Figure 1. Clock distribution (run 1).
Drawn at 4 px/micron.
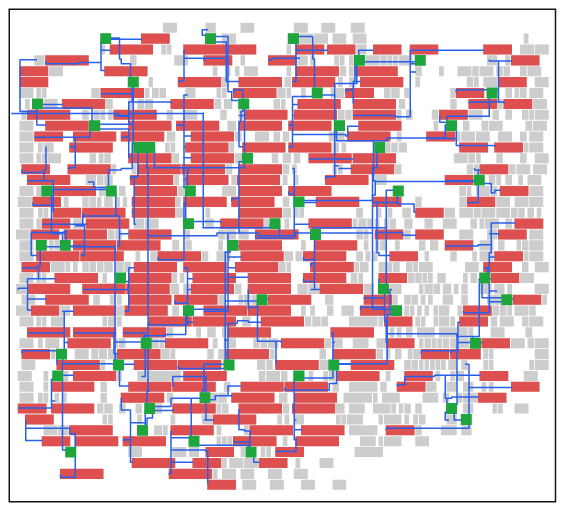
Figure 2. Cell area per tile (run 1).
Drawn at 2 px/micron. 14 x 12 tiles, from white (low) to dark blue (high), 0 to 100% covered.
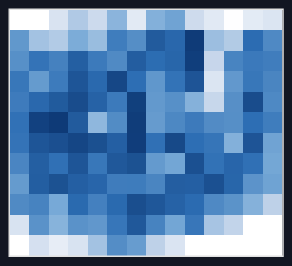
Figure 3. PDN straps and rails (run 1).
Drawn at 3 px/micron. Pins as bars on the die edge.
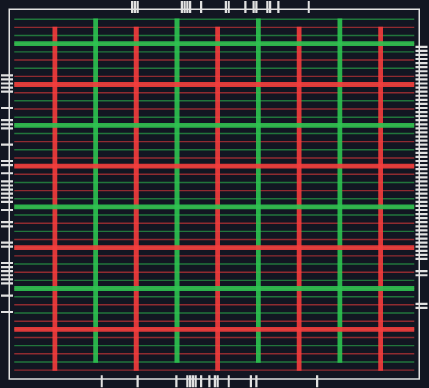
**src/rtl/alu_pkg.sv**
```systemverilog
// Shared constants for the ALU command issuer: function codes, flag
// bit positions and issuer FSM encoding.
package alu_pkg;

  localparam logic [3:0] FN_ADD  = 4'h0;
  localparam logic [3:0] FN_SUB  = 4'h1;
  localparam logic [3:0] FN_MUL  = 4'h2;
  localparam logic [3:0] FN_DIV  = 4'h3;
  localparam logic [3:0] FN_AND  = 4'h4;
  localparam logic [3:0] FN_OR   = 4'h5;
  localparam logic [3:0] FN_NAND = 4'h6;
  localparam logic [3:0] FN_NOR  = 4'h7;
  localparam logic [3:0] FN_XOR  = 4'h8;
  localparam logic [3:0] FN_XNOR = 4'h9;
  localparam logic [3:0] FN_EQ   = 4'hA;
  localparam logic [3:0] FN_GT   = 4'hB;
  localparam logic [3:0] FN_LT   = 4'hC;
  localparam logic [3:0] FN_SHR  = 4'hD;
  localparam logic [3:0] FN_SHL  = 4'hE;
  localparam logic [3:0] FN_NOP  = 4'hF;

  localparam int FL_CARRY = 0;
  localparam int FL_ARITH = 1;
  localparam int FL_LOGIC = 2;
  localparam int FL_CMP   = 3;
  localparam int FL_SHIFT = 4;

  typedef enum logic [1:0] {
    ST_IDLE = 2'd0,
    ST_WAIT = 2'd1,
    ST_HOLD = 2'd2
  } state_e;

endpackage

```
**src/rtl/alu_cmd_fifo.sv**
```systemverilog
// Synchronous command FIFO with count-based full/empty.
// DEPTH must be a power of two so the pointers wrap naturally.
module alu_cmd_fifo #(
  parameter int W     = 36,
  parameter int DEPTH = 4
) (
  input  logic         clk_i,
  input  logic         rst_i,
  input  logic         push_i,
  input  logic [W-1:0] din_i,
  input  logic         pop_i,
  output logic [W-1:0] dout_o,
  output logic         full_o,
  output logic         empty_o
);

  localparam int AW = $clog2(DEPTH);

  logic [W-1:0]  mem_q [DEPTH];
  logic [AW-1:0] wptr_q;
  logic [AW-1:0] rptr_q;
  logic [AW:0]   cnt_q;
  logic          do_push;
  logic          do_pop;

  assign full_o  = (cnt_q == (AW+1)'(DEPTH));
  assign empty_o = (cnt_q == '0);
  assign do_push = push_i && !full_o;
  assign do_pop  = pop_i && !empty_o;
  assign dout_o  = mem_q[rptr_q];

  always_ff @(posedge clk_i) begin
    if (rst_i) begin
      wptr_q <= '0;
      rptr_q <= '0;
      cnt_q  <= '0;
    end else begin
      if (do_push) wptr_q <= wptr_q + 1'b1;
      if (do_pop)  rptr_q <= rptr_q + 1'b1;
      unique case ({do_push, do_pop})
        2'b10:   cnt_q <= cnt_q + 1'b1;
        2'b01:   cnt_q <= cnt_q - 1'b1;
        default: cnt_q <= cnt_q;
      endcase
    end
  end

  always_ff @(posedge clk_i) begin
    if (do_push) mem_q[wptr_q] <= din_i;
  end

endmodule

```
**src/rtl/alu_cmd_issuer.sv**
```systemverilog
// Buffers ALU commands, issues them one at a time and returns results
// in order. Define ALU_FWD_EN to forward the last result into operand A.
module alu_cmd_issuer
  import alu_pkg::*;
#(
  parameter int DATA_W  = 16,
  parameter int FUN_W   = 4,
  parameter int DEPTH   = 4,
  parameter int ALU_LAT = 1
) (
  input  logic              CLK,
  input  logic              RST,
  input  logic              cmd_valid,
  output logic              cmd_ready,
  input  logic [FUN_W-1:0]  cmd_fun,
  input  logic [DATA_W-1:0] cmd_a,
  input  logic [DATA_W-1:0] cmd_b,
`ifdef ALU_FWD_EN
  input  logic              cmd_fwd,
`endif
  output logic [FUN_W-1:0]  alu_fun,
  output logic [DATA_W-1:0] alu_a,
  output logic [DATA_W-1:0] alu_b,
  input  logic [DATA_W-1:0] alu_out,
  input  logic [4:0]        alu_flags,
  output logic              rsp_valid,
  input  logic              rsp_ready,
  output logic [DATA_W-1:0] rsp_data,
  output logic [4:0]        rsp_flags,
  output logic              busy
);

`ifdef ALU_FWD_EN
  localparam int EW = FUN_W + 2*DATA_W + 1;
`else
  localparam int EW = FUN_W + 2*DATA_W;
`endif
  localparam int CW = (ALU_LAT < 1) ? 1 : $clog2(ALU_LAT + 1);
  localparam logic [CW-1:0]    LAT_C = CW'(ALU_LAT);
  localparam logic [FUN_W-1:0] NOP   = FUN_W'(FN_NOP);

  logic [EW-1:0]     push_ent;
  logic [EW-1:0]     head;
  logic              full;
  logic              empty;
  logic              pop;
  logic              load;
  logic              hd_fwd;
  logic [FUN_W-1:0]  hd_fun;
  logic [DATA_W-1:0] hd_a;
  logic [DATA_W-1:0] hd_b;

  state_e            state_q, state_d;
  logic [CW-1:0]     cnt_q, cnt_d;
  logic [FUN_W-1:0]  fun_q, fun_d;
  logic [DATA_W-1:0] a_q, a_d;
  logic [DATA_W-1:0] b_q, b_d;
  logic              rv_q, rv_d;
  logic [DATA_W-1:0] rd_q, rd_d;
  logic [4:0]        rf_q, rf_d;

`ifdef ALU_FWD_EN
  assign push_ent = {cmd_fwd, cmd_fun, cmd_a, cmd_b};
  assign hd_fwd   = head[EW-1];
`else
  assign push_ent = {cmd_fun, cmd_a, cmd_b};
  assign hd_fwd   = 1'b0;
`endif
  assign hd_fun = head[2*DATA_W +: FUN_W];
  assign hd_a   = head[DATA_W +: DATA_W];
  assign hd_b   = head[0 +: DATA_W];

  alu_cmd_fifo #(
    .W     (EW),
    .DEPTH (DEPTH)
  ) u_fifo (
    .clk_i   (CLK),
    .rst_i   (RST),
    .push_i  (cmd_valid),
    .din_i   (push_ent),
    .pop_i   (pop),
    .dout_o  (head),
    .full_o  (full),
    .empty_o (empty)
  );

  always_comb begin
    state_d = state_q;
    cnt_d   = cnt_q;
    fun_d   = fun_q;
    a_d     = a_q;
    b_d     = b_q;
    rv_d    = rv_q;
    rd_d    = rd_q;
    rf_d    = rf_q;
    load    = 1'b0;
    pop     = 1'b0;
    unique case (state_q)
      ST_IDLE: begin
        fun_d = NOP;
        load  = !empty;
      end
      ST_WAIT: begin
        if (cnt_q == '0) begin
          rd_d    = alu_out;
          rf_d    = alu_flags;
          rv_d    = 1'b1;
          fun_d   = NOP;
          state_d = ST_HOLD;
        end else begin
          cnt_d = cnt_q - 1'b1;
        end
      end
      ST_HOLD: begin
        if (rsp_ready) begin
          rv_d    = 1'b0;
          load    = !empty;
          state_d = ST_IDLE;
        end
      end
      default: state_d = ST_IDLE;
    endcase
    // rd_q doubles as the forwarding register: it holds the last capture
    if (load) begin
      pop     = 1'b1;
      fun_d   = hd_fun;
      a_d     = hd_fwd ? rd_q : hd_a;
      b_d     = hd_b;
      cnt_d   = LAT_C;
      state_d = ST_WAIT;
    end
  end

  always_ff @(posedge CLK) begin
    if (RST) begin
      state_q <= ST_IDLE;
      cnt_q   <= '0;
      fun_q   <= NOP;
      a_q     <= '0;
      b_q     <= '0;
      rv_q    <= 1'b0;
      rd_q    <= '0;
      rf_q    <= '0;
    end else begin
      state_q <= state_d;
      cnt_q   <= cnt_d;
      fun_q   <= fun_d;
      a_q     <= a_d;
      b_q     <= b_d;
      rv_q    <= rv_d;
      rd_q    <= rd_d;
      rf_q    <= rf_d;
    end
  end

  assign cmd_ready = !full;
  assign alu_fun   = fun_q;
  assign alu_a     = a_q;
  assign alu_b     = b_q;
  assign rsp_valid = rv_q;
  assign rsp_data  = rd_q;
  assign rsp_flags = rf_q;
  assign busy      = (state_q != ST_IDLE) || !empty;

endmodule

```
**config.mk**
```make
export PLATFORM = sky130hd
export DESIGN_NAME = alu_cmd_issuer
export DESIGN_NICKNAME = d
export VERILOG_FILES = /design/src/rtl/alu_pkg.sv /design/src/rtl/alu_cmd_fifo.sv /design/src/rtl/alu_cmd_issuer.sv
export SDC_FILE = /design/constraint.sdc
export NUM_CORES = 1
export LEC_CHECK = 0
export ABC_AREA = 1
export CAP_MARGIN = 0
export CORE_ASPECT_RATIO = 0.9
export CORE_UTILIZATION = 50
export CTS_BUF_LIST = sky130_fd_sc_hd__clkbuf_4
export DETAILED_ROUTE_END_ITERATION = 8
export HOLD_SLACK_MARGIN = 0.15
export PLACE_DENSITY = 0.78
export SYNTH_ARGS = -nofsm -noshare
export SYNTH_HDL_FRONTEND = slang
export SYNTH_HIERARCHICAL = 1
export SYNTH_SLANG_ARGS = --single-unit
```
**constraint.sdc**
```tcl
create_clock -name CLK -period 2.4 [get_ports CLK]
set_clock_uncertainty 0.1 [all_clocks]
set_input_delay 0.48 -clock CLK [delete_from_list [all_inputs] [get_ports CLK]]
set_output_delay 0.48 -clock CLK [all_outputs]
set_load 0.01 [all_outputs]
```
==> impl_metrics.tcl, run 1 <==
# collected from the flow reports
set metrics [dict create \
    antenna_cells 0 \
    net-switching-power_w 0.004016 \
    die-area_sq_um 16720 \
    drtIter0Drc 279 \
    routedWlPerCell_microns 15.69 \
    cp-startpoint "u_fifo/cnt_q[0]$_SDFFE_PP0P_" \
    clockBufferDepth 3 \
    finalCritPeriodShare_pct 96.84 \
    grt_first_pass_wirelength_microns 27000 \
    hold_start "cmd_fun[1]" \
    syn_inst 699 \
    arrival_ps 1740 \
    worst_path_largest_cell_delay_ps 520 \
    syn_avg_cell_area_sq_um 11.59 \
    worstPathMaxFanout 2 \
    power_density_nw_per_um2 1157 \
    nNonClkBuffers 136 \
    cts_root_buffer "clkbuf_4" \
    comb_power_share_pct 32.8 \
    clk_pin_slew_ps 70 \
    clock_cell_area_share_pct 6.779 \
    sw_frac_of_total_pct 34.13 \
    gr-usage-all-layers_pct 21.07 \
    io_buffers 120 \
    placement.cell_area_sq_um 9468 \
    final_hold_viol_count 0 \
    well_tap_count 202 \
    top_area_cell "edfxtp_1" \
    crit_required_ps 1820 \
    whs_ps 340.4 \
    cp-start-kind "flop" \
    ys_cells 699 \
    vias 5732 \
    postCtsSetupBuffers 1 \
    netlist_area_sq_um 8102 \
    crit_path_frequent_cell "inv_1" \
    critPathSlowestCell "clkdlybuf4s50_1" \
    status "completed" \
    comb_share_pct 18.80 \
    row_count 43 \
    hold_path_class "input pin to flop" \
    fin_cells 1093 \
    logic_area_sq_um 1912 \
    worstHoldPathCells 1 \
    power_leakage_nw 3.697 \
    chipWidth_microns 136.2 \
    ys_area_sq_um 8102 \
    overflow 0 \
    first_pass_iters 4 \
    ys_types 25 \
    timing.fmax_mhz 430.3 \
    yosys_warnings 6 \
    drive_gt1_share_pct 13.36 \
    internal_power_w 0.007749 \
    dpl.hpwl_microns 9542 \
    crit-reg2reg-launch "u_fifo/cnt_q[0]$_SDFFE_PP0P_" \
    cts_max_level 2 \
    place_congestion 0.7415 \
    post_cts_resized 2 \
    grt_start_max_net_pins 73 \
    lay_top_count "edfxtp_1" \
    worstMarginPinSlew_ps 563.8 \
    vias_per_cell 5.244 \
    end_kind "output port" \
    regArea_sq_um 5728 \
    fp-utilization_pct 51.92 \
    bufAreaShareNonClock_pct 13.59 \
    worst_r2r_path_depth 15 \
]
Back to the opening pictures, Figure 1:
legend:
  flip-flops:
    color: red
    count: 214
  clock-net drivers:
    color: green
    count: 52
  clock wires:
    color: blue
    length: 2610 microns
flops lie: all over the die
Clk Latency, worst-skew pair: 670 ps
Clk pwr share: 25.6%
Clk. pwr: 0.00301 W

Back to the opening pictures, Figure 2:
emptiest ninth of the die: bottom right
fullest tile: 96%
mean over tiles: 59%

Back to the opening pictures, Figure 3:
legend:
  VSS:
    color: red
  VDD:
    color: green
signal pins: 121
met1 rails: 44
met5 straps: 8
rows: 43
met4 straps: 9

## run 1: registers in the layout, indices dropped and copies added, names as in the netlist, named ones only
register,cells
alu_a,16
rsp_data,16
alu_fun,4
cnt_q,1
rsp_valid,1
rsp_flags,5
state_q,2
alu_b,16
u_fifo/mem_q,144
u_fifo/cnt_q,3
u_fifo/wptr_q,2
u_fifo/rptr_q,2
## run 1: metrics by stage
| stage | utilization (%) | total power (W) | setup TNS [ps] | worst slack [ps] |
|---|---|---|---|---|
| final | 65.18 | 0.01176 | 0 | 75.96 |
| after detailed placement | 60.68 | 0.008828 | -47.19 | -47.19 |
| after global routing | 65.18 | 0.01257 | -14.51 | -14.51 |
| after global placement | 60.68 | 0.008704 | -25.12 | -25.12 |
| after CTS | 65.15 | 0.01188 | 0 | 30.03 |
| after floorplan | - | 0.007489 | -16270 | -226.0 |
## run 1: worst max-delay path: cells and delay by family (launching register included)
kind | cells | cell delay (ps)
buf+inv | 3 | 600
flops | 1 | 390
simple gates | 2 | 120
## run 1: per-layer routing
metal	vias to the layer above	GRT usage [%]	wire length, microns
met4	0	8.681	272
li1	2780	-	-
met1	2718	26.71	7536
met2	204	34.33	8021
met3	30	5.618	1317
met5	-	0	0
## run 1: kinds of logic after synthesis
logic type | share of synthesized area [%]
DFF | 70.67
AOI/OAI and AO/OA | 12.54
and+or+nand+nor | 9.606
adders and majority gates | 1.019
buffers and inverters | 6.162
## run 1: power groups by stage
stage | clock network (W) | logic [W] | registers (W)
6_report | 0.00301 | 0.00386 | 0.00490
4_1_cts | 0.00310 | 0.00388 | 0.00489
3_3_place_gp | 0 | 0.00375 | 0.00495
3_5_place_dp | 0 | 0.00386 | 0.00497
2_1_floorplan | 0 | 0.00239 | 0.00510
5_1_grt | 0.00330 | 0.00431 | 0.00496
## Run 2: what changed since run 1
- REMOVE_ABC_BUFFERS: not set -> 1
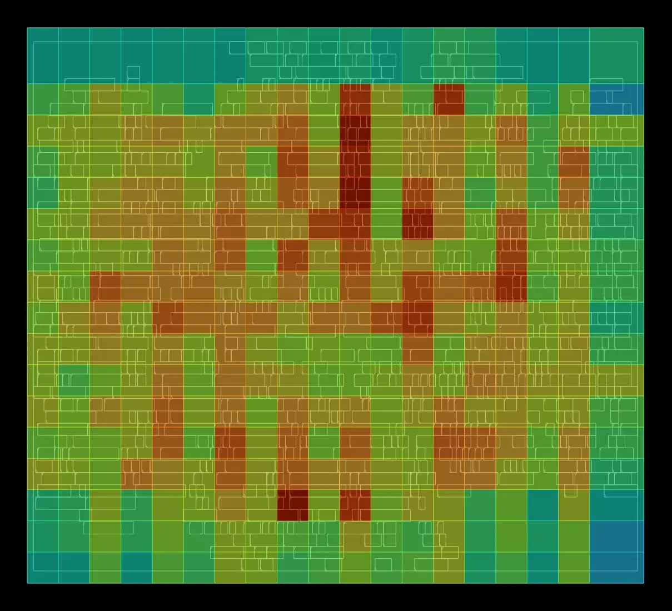
Figure 4: run 2, congestion heat map.
Total GRT Usage: 20.65%
M3 GR Usage: 5.081%

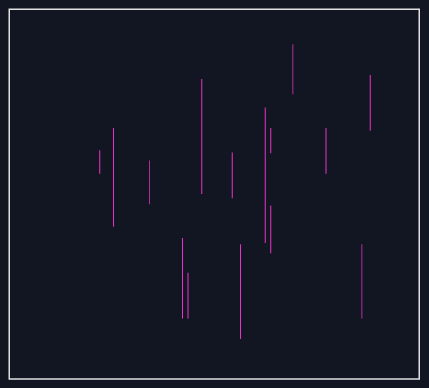
Figure 5: run 2, the metal 4 layer.
Drawn at 3 px/micron.
share of all routed wire: 1.9%
nets with wire on the layer: 8
via count: 5674
Post-Route WL: 16650 microns

==> impl_metrics.tcl, run 2 <==
# collected from the flow reports
set metrics [dict create \
    cts_max_level 2 \
    whs_ps 342.7 \
    first_pass_iters 4 \
    clockBufferDepth 3 \
    grt_start_max_net_pins 73 \
    p_seq_w 0.00489 \
    net-switching-power_w 0.003929 \
    status "completed" \
    ys_area_sq_um 8102 \
    io_buffers 120 \
    critPathSlowestCell "dfxtp_1" \
    row_count 43 \
    cts_root_buffer "clkbuf_4" \
    grt_first_pass_wirelength_microns 26410 \
    largest_reg_flops 144 \
    hold_path_class "flop to flop" \
    path_buffers 2 \
    clk-power_w 0.00315 \
    netlist_area_sq_um 8102 \
    ys_types 25 \
    internal_power_w 0.007936 \
    crit_required_ps 1820 \
    clk_pin_slew_ps 70 \
    wl_met2_microns 7664 \
    regMostFlops "u_fifo/mem_q" \
    top_layer "met4" \
    dpl.hpwl_microns 9414 \
    worstMarginPinSlew_ps 564.8 \
    grt_util_met2_pct 34.07 \
    die-area_sq_um 16720 \
    cp_top_family "buffers and inverters" \
    timing.fmax_mhz 437.9 \
    comb_power_share_pct 32.2 \
    worstPathMaxFanout 4 \
    vias_per_cell 5.163 \
    clock_latency_ps 660 \
    end_kind "output port" \
]
-- run 2: through the flow --
step	TNS [ps]	setup WS, ps	std cells	cell area (sq um)	total power, W
6_report	0	116.4	1099	10240	0.01186
3_5_place_dp	-81.02	-81.02	1001	9505	0.008823
4_1_cts	0	59.02	1099	10240	0.01198
2_1_floorplan	-38150	-254.3	659	7807	0.007079
3_3_place_gp	-25.56	-25.56	1001	9505	0.008726
5_1_grt	0	13.59	1099	10240	0.01266
-- run 2: kinds of logic (layout without fill, tap and decap cells) --
| family | after synthesis | after routing | share of synthesized area, % |
|---|---|---|---|
| flops | 214 | 214 | 70.67 |
| simple gates | 193 | 193 | 9.606 |
| fa+ha+maj | 6 | 6 | 1.019 |
| buf+inv | 92 | 290 | 6.162 |
| compound gates | 194 | 194 | 12.54 |
-- run 2: layout make-up --
class	count	area, sq um	area share [%]
clock buffers	82	615.6	6.012
clock inverters	15	111.4	1.087
inverters	52	205.2	2.004
multi-input cells	393	1907	18.62
flip-flops and latches	214	5728	55.94
well taps	202	252.7	2.468
repair buffers	141	1420	13.87
-- run 2: worst paths after layout --
check	from	endpoint	slack (ps)	cells after the start
hold / removal	rsp_data[4]$_SDFFE_PP0P_	rsp_data[4]$_SDFFE_PP0P_	340	2
setup reg to reg	u_fifo/cnt_q[2]$_SDFFE_PP0P_	u_fifo/cnt_q[2]$_SDFFE_PP0P_	290	17
hold reg to reg	rsp_data[4]$_SDFFE_PP0P_	rsp_data[4]$_SDFFE_PP0P_	340	2
setup / recovery	u_fifo/cnt_q[0]$_SDFFE_PP0P_	busy	120	5
-- run 2: repair_timing --
action,in CTS,in global routing
buffers inserted,1,0
setup endpoints to repair,2,0
resized,2,0
Power and IR drop assume default switching activity.
